Fig. 1: run 1, signal metal coverage by tile
(3 px per um) The die is cut into 18 by 14 equal tiles; dark purple is low, yellow is high, scaled to the fullest tile. Values are wire area over tile area, all layers added.
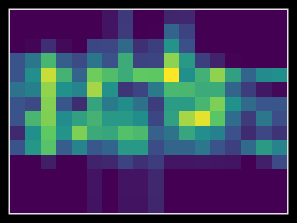
Fig. 2: run 1, a small window of the routed layout
Window x 31 to 61, y 19 to 49 um. Cells in grey, sequential cells in the stronger grey; small squares are vias.
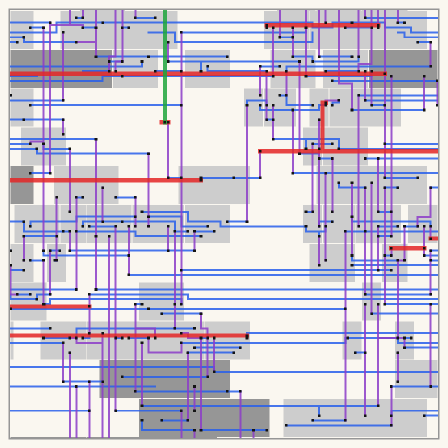
Fig. 3: run 1, routed metal, one colour a layer
(4 px per um) Only two layers are drawn.
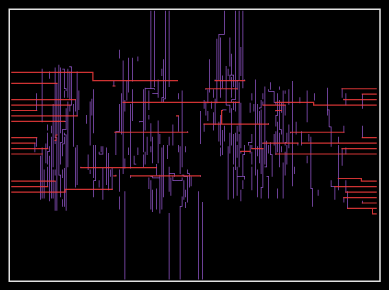
$ cat config.mk
export PLATFORM = sky130hd
export DESIGN_NAME = and_gate_flat
export DESIGN_NICKNAME = d
export VERILOG_FILES = /design/src/rtl/and_gate_if.sv /design/src/rtl/and_gate.sv /design/src/flat_wrapper.sv
export SDC_FILE = /design/constraint.sdc
export NUM_CORES = 1
export LEC_CHECK = 0
export CORE_ASPECT_RATIO = 0.7
export CORE_MARGIN = 5
export CORE_UTILIZATION = 35
export DETAILED_ROUTE_END_ITERATION = 8
export DONT_BUFFER_PORTS = 1
export GPL_ROUTABILITY_DRIVEN = 0
export SLEW_MARGIN = 5
export SYNTH_ARGS = -nofsm -noshare
export SYNTH_HDL_FRONTEND = slang
export SYNTH_SLANG_ARGS = --single-unit
$ cat constraint.sdc
create_clock -name clk -period 3.7 [get_ports clk]
set_clock_uncertainty 0.2 [all_clocks]
set_input_delay 0.925 -clock clk [delete_from_list [all_inputs] [get_ports clk]]
set_output_delay 0.925 -clock clk [all_outputs]
set_load 0.03 [all_outputs]
$ cat src/rtl/and_gate_if.sv
// Operand/result bundle for and_gate: operands and qualifiers in, combinational
// and registered results plus per-combination occurrence counters out.
interface and_gate_if #(
  parameter int WIDTH = 1,
  parameter int CNT_W = 8
);
  logic [WIDTH-1:0] A;
  logic [WIDTH-1:0] B;
  logic [WIDTH-1:0] Y;
  logic             in_valid;
  logic             clr;
  logic [WIDTH-1:0] y_q;
  logic             out_valid;
  logic             all_ones;
  logic [CNT_W-1:0] cnt00;
  logic [CNT_W-1:0] cnt01;
  logic [CNT_W-1:0] cnt10;
  logic [CNT_W-1:0] cnt11;

  modport master (
    output A, B, in_valid, clr,
    input  Y, y_q, out_valid, all_ones, cnt00, cnt01, cnt10, cnt11
  );

  modport slave (
    input  A, B, in_valid, clr,
    output Y, y_q, out_valid, all_ones, cnt00, cnt01, cnt10, cnt11
  );
endinterface

$ cat src/rtl/and_gate.sv
// Bitwise AND with a combinational output, a one-cycle registered copy of
// valid samples, and saturating counters of the {A[0],B[0]} combinations seen.
module and_gate #(
  parameter int WIDTH = 1,
  parameter int CNT_W = 8
) (
  input logic        clk,
  input logic        rst_n,
  and_gate_if.slave  bus
);

  localparam logic [CNT_W-1:0] CNT_MAX = '1;

  logic [WIDTH-1:0] and_w;
  logic [1:0]       sel;
  logic [WIDTH-1:0] y_q_r;
  logic             all_ones_r;
  logic             out_valid_r;
  logic [CNT_W-1:0] cnt_r [4];

  // Y stays purely combinational so it tracks A/B during reset and with no clock.
  assign and_w  = bus.A & bus.B;
  assign bus.Y  = and_w;
  assign sel    = {bus.A[0], bus.B[0]};

  always_ff @(posedge clk or negedge rst_n) begin
    if (!rst_n) begin
      y_q_r       <= '0;
      all_ones_r  <= 1'b0;
      out_valid_r <= 1'b0;
      for (int unsigned i = 0; i < 4; i++) cnt_r[i] <= '0;
    end else if (bus.clr) begin
      // Clear wins over a concurrent valid sample; that sample is not counted.
      y_q_r       <= '0;
      all_ones_r  <= 1'b0;
      out_valid_r <= 1'b0;
      for (int unsigned i = 0; i < 4; i++) cnt_r[i] <= '0;
    end else if (bus.in_valid) begin
      y_q_r       <= and_w;
      all_ones_r  <= &and_w;
      out_valid_r <= 1'b1;
      if (cnt_r[sel] != CNT_MAX) cnt_r[sel] <= cnt_r[sel] + CNT_W'(1);
    end else begin
      out_valid_r <= 1'b0;
    end
  end

  assign bus.y_q       = y_q_r;
  assign bus.all_ones  = all_ones_r;
  assign bus.out_valid = out_valid_r;
  assign bus.cnt00     = cnt_r[0];
  assign bus.cnt01     = cnt_r[1];
  assign bus.cnt10     = cnt_r[2];
  assign bus.cnt11     = cnt_r[3];

endmodule

$ cat src/flat_wrapper.sv
// flat-port wrapper written by rule: the top's interface ports become plain ports
module and_gate_flat 
#(
  parameter int WIDTH = 1,
  parameter int CNT_W = 8
)
  (clk, rst_n, bus_A, bus_B, bus_in_valid, bus_clr, bus_Y, bus_y_q, bus_out_valid, bus_all_ones, bus_cnt00, bus_cnt01, bus_cnt10, bus_cnt11);
  and_gate_if #(.WIDTH(WIDTH), .CNT_W(CNT_W)) bus_i ();
  input logic clk;
  input logic rst_n;
  input wire logic [$bits(bus_i.A)-1:0] bus_A;
  input wire logic [$bits(bus_i.B)-1:0] bus_B;
  input wire logic [$bits(bus_i.in_valid)-1:0] bus_in_valid;
  input wire logic [$bits(bus_i.clr)-1:0] bus_clr;
  output wire logic [$bits(bus_i.Y)-1:0] bus_Y;
  output wire logic [$bits(bus_i.y_q)-1:0] bus_y_q;
  output wire logic [$bits(bus_i.out_valid)-1:0] bus_out_valid;
  output wire logic [$bits(bus_i.all_ones)-1:0] bus_all_ones;
  output wire logic [$bits(bus_i.cnt00)-1:0] bus_cnt00;
  output wire logic [$bits(bus_i.cnt01)-1:0] bus_cnt01;
  output wire logic [$bits(bus_i.cnt10)-1:0] bus_cnt10;
  output wire logic [$bits(bus_i.cnt11)-1:0] bus_cnt11;
  assign bus_i.A = bus_A;
  assign bus_i.B = bus_B;
  assign bus_i.in_valid = bus_in_valid;
  assign bus_i.clr = bus_clr;
  assign bus_Y = bus_i.Y;
  assign bus_y_q = bus_i.y_q;
  assign bus_out_valid = bus_i.out_valid;
  assign bus_all_ones = bus_i.all_ones;
  assign bus_cnt00 = bus_i.cnt00;
  assign bus_cnt01 = bus_i.cnt01;
  assign bus_cnt10 = bus_i.cnt10;
  assign bus_cnt11 = bus_i.cnt11;
  and_gate #(.WIDTH(WIDTH), .CNT_W(CNT_W)) u_core (.clk(clk), .rst_n(rst_n), .bus(bus_i));
endmodule
==> results_slide.txt, run 1 <==
Physical Implementation Snapshot

Critical path
  – Critical path, cell by cell: mux4_2 -> ha_1 -> nand3_2 -> or3_1 -> nand3_1 -> o2bb2ai_1
  – Type of the worst setup path: input port to flip-flop
  – Worst reg2reg path startpoint: u_core.bus.cnt11[0]
  – Startpoint kind of the worst setup timing path: input port
  – Critical path origin: bus_B
  – Required time at the worst-slack endpoint: 3.68 ns
  – Slowest stage cell, crit path: sky130_fd_sc_hd__mux4_2
  – R2R setup slack: 0.79 ns

Layout
  – Post-synthesis to final-layout area growth: 5.88%
  – Commonest non-fill, non-tap cell in the layout: sky130_fd_sc_hd__dfrtp_1
  – Post-Route Utilization: ~38%
  – Finished Layout Cells: 176
  – Most frequent cells in the layout: 34 x sky130_fd_sc_hd__dfrtp_1, 31 x sky130_fd_sc_hd__o2bb2ai_1, 8 x sky130_fd_sc_hd__mux4_2, 6 x sky130_fd_sc_hd__nand2_1

Yosys
  – Synthesized area divided by synthesized cell count: 13.8 sq um
  – Dominant register cell: sky130_fd_sc_hd__dfrtp_1
  – Adders+Majority by Area: 0.754%
  – Aoi share: 22.3%
  – Dominant kind of combinational cell: AND-OR/OR-AND gates
  – Yosys Chip Area: 1660 sq um
  – Simple-gate area share of the yosys netlist: 7.16%
  – Part of the Yosys area used for sequential elements: 51.2%
  – Number of cells in Yosys stat: 120
  – Cell with the most instances after synthesis: sky130_fd_sc_hd__dfrtp_1

Clock network
  – Number of clock sinks seen by CTS: 34
  – Clock tree from TritonCTS: done
  – Post-CTS Repair Setup Buffers: 0
  – Clk latency late pin: between 0.2 and 0.3 ns
  – Number of hold buffers added after CTS: 0

Pwr
  – Power in combinational cells: around 37 uW
  – Largest power group: sequential cells
  – Switch Pwr: 159 uW
  – Switching Fraction: roughly a quarter
  – Cell Pwr Density: 385 nW/um^2
  – Total power: approximately 680 uW
  – Power attributed to the clock group: 252 uW

Floorplanning
  – Die outline width: 92.3 um
  – FP Core Util: 35.5%
  – Cell Rows: 21
  – Number of top-level pins: 42
  – Die ar.: 6240 sq um
  – Core Area: 4680 sq um

Routing
  – Routed wl met2: about 1800 um
  – Post-detailed-route via-to-cell ratio: 6.30
  – Sum of routed wire segments on met1: 1930 um
  – Initial DRC count: approximately 55
  – Remaining DRCs: 0

Global route
  – Global Route met3 Usage: 7.13%
  – GRT Residual Overflow: 0
  – Vias in the first global route: approximately 1100

Final timing
  – Unrepaired setup endpoints after global routing: false
  – Worst rel slew slack: 62.9%
  – Setup Total Neg Slack: 0 ns
  – Max Freq: approximately 0.33 GHz
  – Minimum clock period: around 3.0 ns
  – Final hold viol count: 0

Job
  – Maxcap violations: 0
  – Number of logged tool warnings: 26

Place
  – Worst setup slack before clock tree synthesis: 0.419 ns
  – IO Port Bufs: 0
  – Area of placed instances: 1680 sq um

Status
  – Outcome: complete, no violations
About Fig. 1:
tiles over half the peak = 21%
nearly empty tiles = 35%
mean over tiles = 0.11
fullest tile = 0.46
total routing resource utilization after global routing: 14.7%
routed via count: 1109
Wirelength per Cell: 23.9 um
total length of routed wires: 4210 um

About Fig. 2:
purple -> met2
green -> met4
red -> met3
blue -> met1
netlist names of flops here include = `u_core.bus.cnt01` (3), `u_core.bus.cnt00` (1)
most frequent = o2bb2ai_1 (12), xor2_1 (4), dfrtp_1 (4)
cells with their middle in the window = 45
sequential cells in the window = 4

About Fig. 3:
purple -> met2  # wire length 1750 um
red -> met3  # wire length 500 um

[run 1: final cells by class]
class | instances | area, sq um
Fill cell | 461 | 2920
Clock inverter | 1 | 7.51
Multi-Input combinational cell | 75 | 744
Tap cell | 57 | 71.3
Clock buffer | 6 | 72.6
Inverter | 3 | 11.3
Sequential cell | 34 | 851
[run 1: cells by family after synthesis]
family | count (synthesis)
buffers and inverters | 11
adder cells (fa/ha/maj) | 1
AND-OR/OR-AND | 36
AND/OR/NAND/NOR | 23
flip-flops | 34
XOR/XNOR | 6
multiplexers | 9
[run 1: worst max-delay path, delay by kind of cell]
family	cells	cell delay, ns
simple gates	3	0.93
mux	1	0.55
compound gates	1	0.29
fa+ha+maj	1	0.27
Fig. 4: run 1, logic cells by family
(4 px per um)
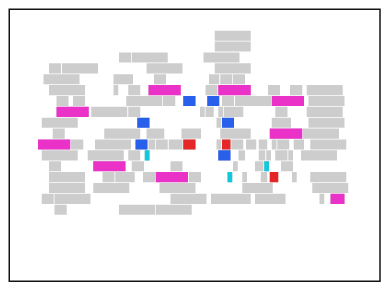

==> run 1 -> run 2 <==
==> constraint.sdc (replaced) <==
create_clock -name clk -period 3 [get_ports clk]
set_clock_uncertainty 0.2 [all_clocks]
set_input_delay 0.75 -clock clk [delete_from_list [all_inputs] [get_ports clk]]
set_output_delay 0.75 -clock clk [all_outputs]
set_load 0.03 [all_outputs]
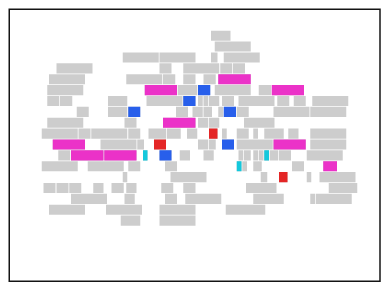
Fig. 5. Logic cells by family (run 2).
(4 px per um)
blue -> XOR/XNOR gates  # cells 6
magenta -> multiplexers  # cells 9
red -> AND and OR gates  # cells 3
cyan -> inverters  # cells 3
commonest non-fill, non-tap cell in the layout: sky130_fd_sc_hd__dfrtp_1
Finished Layout Cells: 188
multi-input combinational area share: 39.9%

==> run 2 against run 1 <==
Against the previous run:
- synthesized cell count did not move
- wire length grew 2.1%
- non-clock buffer count increased by 11
- setup slack worse by 0.55 ns
- combinational power is 71% higher
- synthesized area unchanged
- die size unchanged
- critical path depth is the same
- critical endpoint is now u_core.bus.cnt11[2]
- highest routed layer unchanged
==> results_slide.txt, run 2 <==
Physical Implementation Snapshot

Yosys
  – Yosys Chip Area: 1660 sq um
  – Seq cells post-synth: 34
  – Number of cells in Yosys stat: 120
  – Simple-gate area share of the yosys netlist: 7.16%
  – Number of standard cells after synthesis: 120
  – Adders+Majority by Area: 0.754%
  – Net Count, Synth: 127
  – Tally of unique sky130hd cells used after synthesis: 26
  – Synthesized area divided by synthesized cell count: 13.8 sq um
  – Number of warnings reported in the yosys synthesis log: 0
  – Top cells by count, synth: 34 x sky130_fd_sc_hd__dfrtp_1, 31 x sky130_fd_sc_hd__o2bb2ai_1, 8 x sky130_fd_sc_hd__mux4_2
  – Post-Synthesis Cell Area: 1660 sq um
  – Cell with the most instances after synthesis: sky130_fd_sc_hd__dfrtp_1
  – Aoi share: 22.3%
  – Leading post-synthesis cells by cell area: sky130_fd_sc_hd__dfrtp_1 51%, sky130_fd_sc_hd__o2bb2ai_1 16%, sky130_fd_sc_hd__mux4_2 11%, sky130_fd_sc_hd__a31oi_4 3.8%, sky130_fd_sc_hd__xor2_1 2.1%
  – Area fraction in mux cells: 11.5%
  – Dominant kind of combinational cell: AND-OR/OR-AND gates
  – Share of flip-flops with an asynchronous set or reset after synthesis: 100%
  – Dominant register cell: sky130_fd_sc_hd__dfrtp_1
  – Part of the Yosys area used for sequential elements: between 50% and 60%

Critical path
  – Crit path capture type: flip-flop
  – Number of stages on the worst setup path: 6
  – Required time at the worst-slack endpoint: 3.00 ns
  – Critical path origin: u_core.bus.cnt11[0]
  – Slowest stage cell, crit path: sky130_fd_sc_hd__mux4_2
  – Worst reg2reg path startpoint: u_core.bus.cnt11[0]
  – Endpoint arrival time on the critical path: 2.85 ns
  – Critical-path maximum fanout: 8
  – Worst R2R Path Depth: 6
  – R2R setup slack: 0.15 ns
  – Critical path, cell by cell: mux4_2 -> ha_1 -> nand3_2 -> or3_1 -> nand3_1 -> o2bb2ai_1
  – Number of buffers and inverters on the critical path: 0
  – Largest delay contributor family on the critical path: simple AND/OR/NAND/NOR gates
  – Type of the worst setup path: flip-flop to flip-flop
  – Startpoint kind of the worst setup timing path: flip-flop

Global route
  – Global Route met3 Usage: around 7.3%
  – Wire length of the first global-routing pass: 6950 um
  – GRT Residual Overflow: 0
  – Total routing resource utilization after global routing: 15.1%
  – Initial antenna violation count: 0
  – Grt met2 use: between 20% and 30%
  – Vias in the first global route: 1207

Clock network
  – Clock tree from TritonCTS: done
  – Clock transition at the registers of the reported paths: ~0.070 ns
  – Post-CTS Repair Setup Buffers: 0
  – Number of hold buffers added after CTS: 1
  – Number of clock sinks seen by CTS: 34
  – Buffer cell driving the clock tree root: sky130_fd_sc_hd__clkbuf_8
  – Post-CTS resize count: 0
  – Maximum level of the CTS H-tree: 2
  – Clk latency late pin: around 0.29 ns

Final timing
  – Minimum clock period: ~2.8 ns
  – Final hold viol count: 0
  – Final worst-path setup slack: 0.151 ns
  – Max Freq: approximately 0.35 GHz
  – Unrepaired setup endpoints after global routing: false
  – Worst Tran Pin Value: roughly 0.56 ns
  – Final Cycle Share: roughly 95%
  – Worst rel slew slack: between 60% and 70%

Layout
  – Proportion of layout cells with a drive suffix above 1: 23.7%
  – Filler cell count: 450
  – Final cell area excluding filler cells: ~1900 sq um
  – Number of signal-net inverters in the final layout: 3
  – Combined area of the multi-input logic cells: 744 sq um
  – Non-Clock Buffer Count: 11
  – Count of nets after finishing: 137
  – Final-layout clock-cell area share: a little under 5%
  – Biggest Area Class: sequential cells
  – Most frequent cells in the layout: 34 x sky130_fd_sc_hd__dfrtp_1, 31 x sky130_fd_sc_hd__o2bb2ai_1, 10 x sky130_fd_sc_hd__buf_4, 8 x sky130_fd_sc_hd__mux4_2
  – Count of multi-input combinational gates: 75
  – Post-synthesis to final-layout area growth: 12.3%
  – Area occupied by registers: 851 sq um
  – Tally of clock buffers in the finished layout: 7
  – Fraction of cell area in non-clock buffers: 5.10%

Pwr
  – Maximum vdd drop: 212 uV
  – Cell Pwr Density: 479 nW/um^2
  – Leakage component of the power: between 0.0007 and 0.0008 uW

Job
  – Maxcap violations: 0
  – Number of logged tool warnings: 26

Floorplanning
  – Die ar.: 6240 sq um
  – TAP cells: 57
  – Height of the chip: 67.6 um
  – FP Core Util: 35.5%
  – Die outline width: between 90 and 100 um
  – Core Area: 4680 sq um
  – Number of top-level pins: 42

Routing
  – Post-detailed-route via-to-cell ratio: 5.99
  – Wirelength per Cell: 22.9 um
  – Total length of routed wires: 4300 um
  – Initial DRC count: 120
  – Routed via count: about 1100
  – Antenna Violating Nets Remaining: 0
  – Pre-antenna DRT Iters: 4
  – Remaining DRCs: 0

Status
  – Outcome: complete, no violations

Place
  – Area of placed instances: 1750 sq um
  – Worst setup slack before clock tree synthesis: -0.0190 ns
  – IO Port Bufs: 0
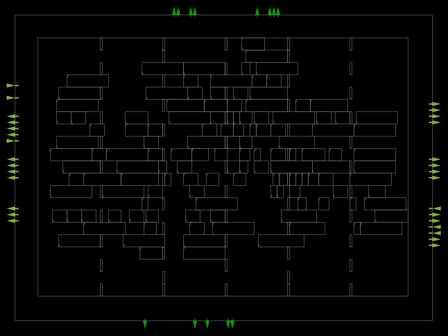
Fig. 6. Cell placement (run 2).
Cell Rows: 21
number of sequential storage elements: 34
Post-Route Utilization: 39.9%
share of the final layout cell area in sequential cells: 45.6%

run 2: cell counts after synthesis:
Identical to the previous run, type by type.
run 2: report_power, final:
part / internal [uW] / leakage, uW / switching [uW]
Clock: 185 / 0.0000482 / 168
Combinational: 24.1 / 0.000233 / 38.2
Sequential: 463 / 0.000472 / 14.8
Total: 672 / 0.000753 / 221
run 2: stage by stage:
step | TNS, ns | power (uW) | hold slack, ns
6_report | 0 | 893 | 0.0727
5_1_grt | 0 | 931 | 0.0764
4_1_cts | 0 | 902 | 0.0798
3_5_place_dp | -0.0332 | 538 | 0.255
3_3_place_gp | 0 | 537 | 0.255
2_1_floorplan | 0 | 533 | 0.254
run 2: metal layers:
layer  vias up  wire length, um
li1        487                -
met1       576             1940
met2        55             1800
met3         9              496
met4         0               65
met5         -                0
Fig. 7: run 2, signal metal coverage by tile
(3 px per um) The die is cut into 18 by 14 equal tiles; dark purple is low, yellow is high, scaled to the fullest tile. Values are wire area over tile area, all layers added.
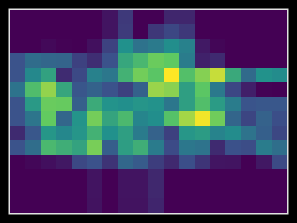

==> run 2 -> run 3 <==
--- a/config.mk
+++ b/config.mk
@@ -7,10 +7,9 @@
 export LEC_CHECK = 0
 export CORE_ASPECT_RATIO = 0.7
 export CORE_MARGIN = 5
-export CORE_UTILIZATION = 35
+export CORE_UTILIZATION = 45
 export DETAILED_ROUTE_END_ITERATION = 8
 export DONT_BUFFER_PORTS = 1
-export GPL_ROUTABILITY_DRIVEN = 0
 export SLEW_MARGIN = 5
 export SYNTH_ARGS = -nofsm -noshare
 export SYNTH_HDL_FRONTEND = slang
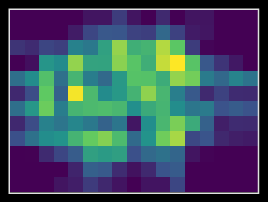
Fig. 8. Signal metal coverage by tile (run 3).
(3 px per um) The die is cut into 17 by 12 equal tiles; dark purple is low, yellow is high, scaled to the fullest tile. Values are wire area over tile area, all layers added.
densest ninth of the die = middle
nearly empty tiles = 23%
tiles over half the peak = 26%
total length of routed wires: 4220 um
routed via count: 1146
Wirelength per Cell: 23.2 um

==> run 3 against run 2 <==
Against the previous run:
- sequential power down 0.8%
- synthesized cell count is the same
- core utilization up 13 points
- clock power is essentially flat
- fmax rose by 3.5%
- critical path depth unchanged
- flip-flop count did not move
- die size decreased by 20%
- combinational power is 9.1% higher
- first-iteration DRC count fell by 51%
- global-route usage is 4.2 points higher
- critical endpoint is now u_core.bus.cnt01[1]
==> results_slide.txt, run 3 <==
Physical Implementation Snapshot

Status
  – Outcome: complete, no violations

Final timing
  – Minimum clock period: 2.75 ns
  – Max Freq: 0.363 GHz
  – Setup Total Neg Slack: 0 ns
  – Final hold viol count: 0
  – Hold Slack: approximately 0.086 ns
  – Unrepaired setup endpoints after global routing: false
  – Final Cycle Share: around 92%
  – Worst rel slew slack: 62.9%
  – Worst Tran Pin Value: 0.556 ns
  – Final worst-path setup slack: about 0.25 ns

Yosys
  – Number of warnings reported in the yosys synthesis log: 0
  – Post-Synthesis Cell Area: 1660 sq um
  – Number of cells in Yosys stat: around 120
  – Dominant kind of combinational cell: AND-OR/OR-AND gates
  – Simple-gate area share of the yosys netlist: around 7.2%
  – Leading post-synthesis cells by cell area: sky130_fd_sc_hd__dfrtp_1 51%, sky130_fd_sc_hd__o2bb2ai_1 16%, sky130_fd_sc_hd__mux4_2 11%, sky130_fd_sc_hd__a31oi_4 3.8%, sky130_fd_sc_hd__xor2_1 2.1%
  – Net Count, Synth: approximately 130
  – Seq cells post-synth: 34
  – Tally of unique sky130hd cells used after synthesis: 26
  – Adders+Majority by Area: 0.754%
  – Top cells by count, synth: 34 x sky130_fd_sc_hd__dfrtp_1, 31 x sky130_fd_sc_hd__o2bb2ai_1, 8 x sky130_fd_sc_hd__mux4_2
  – Part of the Yosys area used for sequential elements: ~51%
  – Number of standard cells after synthesis: 120
  – Area fraction in mux cells: 11.5%
  – Share of flip-flops with an asynchronous set or reset after synthesis: 100%
  – Cell with the most instances after synthesis: sky130_fd_sc_hd__dfrtp_1
  – Yosys Chip Area: 1660 sq um
  – Aoi share: 22.3%
  – Dominant register cell: sky130_fd_sc_hd__dfrtp_1
  – Synthesized area divided by synthesized cell count: 13.8 sq um

Layout
  – Most frequent cells in the layout: 34 x sky130_fd_sc_hd__dfrtp_1, 31 x sky130_fd_sc_hd__o2bb2ai_1, 11 x sky130_fd_sc_hd__buf_4, 8 x sky130_fd_sc_hd__mux4_2
  – Post-Route Utilization: 52.7%
  – Number of diodes: 0
  – Proportion of layout cells with a drive suffix above 1: 24.2%
  – Final cell area excluding filler cells: 1860 sq um
  – Filler cell count: 304
  – Commonest non-fill, non-tap cell in the layout: sky130_fd_sc_hd__dfrtp_1
  – Count of nets after finishing: 138
  – Post-synthesis to final-layout area growth: 12.2%

Place
  – Final weighted congestion in routability-driven placement: 0.846
  – Worst setup slack before clock tree synthesis: roughly 0.11 ns
  – Post-placement cell count: between 150 and 200
  – Area of placed instances: 1750 sq um
  – Detailed-placement wirelength estimate: 2930 um
  – IO Port Bufs: 0

Critical path
  – Startpoint kind of the worst setup timing path: flip-flop
  – Worst reg2reg path startpoint: u_core.bus.cnt11[1]
  – Critical-path maximum fanout: 8
  – Critical path origin: u_core.bus.cnt11[1]
  – Critical path, cell by cell: mux4_2 -> ha_1 -> nand3_2 -> or3_1 -> nand3_1 -> o2bb2ai_1
  – Endpoint arrival time on the critical path: between 2 and 3 ns
  – Slowest stage cell, crit path: sky130_fd_sc_hd__mux4_2
  – Crit path capture type: flip-flop
  – Worst R2R Path Depth: 6
  – Type of the worst setup path: flip-flop to flip-flop
  – Required time at the worst-slack endpoint: 3.00 ns
  – Number of stages on the worst setup path: 6
  – Largest delay contributor family on the critical path: simple AND/OR/NAND/NOR gates
  – Number of buffers and inverters on the critical path: 0
  – Slowest cell delay on critical path: 0.56 ns
  – R2R setup slack: about 0.25 ns

Clock network
  – Post-CTS Repair Setup Buffers: 0
  – Clock tree from TritonCTS: done
  – Number of clock sinks seen by CTS: 34
  – Maximum level of the CTS H-tree: 2
  – Clock transition at the registers of the reported paths: 0.07 ns
  – Buffer cell driving the clock tree root: sky130_fd_sc_hd__clkbuf_8
  – Clk latency late pin: roughly 0.29 ns

Floorplanning
  – FP Core Util: 47.0%
  – Die ar.: between 5000 and 6000 sq um
  – Height of the chip: 60.8 um
  – Number of top-level pins: 42
  – Cell Rows: 18
  – Die outline width: 82.6 um
  – Core Area: 3540 sq um

Job
  – Maxcap violations: 0
  – Number of logged tool warnings: 26

Global route
  – Vias in the first global route: about 1200
  – Initial antenna violation count: 0
  – GRT Residual Overflow: 0
  – Global Route met3 Usage: between 8 and 9%
  – Wire length of the first global-routing pass: 6900 um
  – Grt met2 use: 27.9%
  – Total routing resource utilization after global routing: 19.4%

Pwr
  – Maximum vdd drop: 321 uV
  – Leakage component of the power: between 0.0007 and 0.0008 uW
  – Total power: around 900 uW
  – Cell Pwr Density: 481 nW/um^2

Routing
  – Post-detailed-route via-to-cell ratio: 6.30
  – Remaining DRCs: 0
  – Routed wl met2: 1920 um
  – Pre-antenna DRT Iters: 4
  – Antenna Violating Nets Remaining: 0
  – Max layer used: met4
  – Initial DRC count: 59
  – Met3 routed WL: a little over 400 um
  – Sum of routed wire segments on met1: 1820 um

Hold path
  – Hold Crit Class: input port to asynchronous set/reset pin
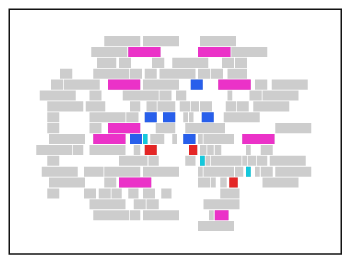
Fig. 9. Logic cells by family (run 3).
(4 px per um)
red -> AND and OR gates  # cells 3
magenta -> multiplexers  # cells 9
blue -> XOR/XNOR gates  # cells 6, where middle
cyan -> inverters  # cells 3
Finished Layout Cells: 182
multi-input combinational area share: 40.0%

==> run 3: cell counts after synthesis <==
Identical to the previous run, type by type.
==> run 3: report_power, final <==
group | internal, uW | switching, uW
logic | 25.8 | 42.3
registers | 463 | 11.0
clock network | 185 | 168
==> run 3: final cells by class <==
type                       instances  area (sq um)  area share [%]
sequential                        34           851            45.7
multi-input combinational         75           744            40.0
timing repair buffer              12           103            5.51
inverter                           3          11.3           0.604
clock inverter                     1          5.00           0.269
tap                               50          62.6            3.36
clock buffer                       7          86.3            4.63
==> run 3: repair_timing <==
item | in CTS | in global routing
endpoints found under the hold margin | 34 | 0
hold buffers | 1 | 0
resized | 0 | 0
Power is estimated from default activity; no workload was simulated.
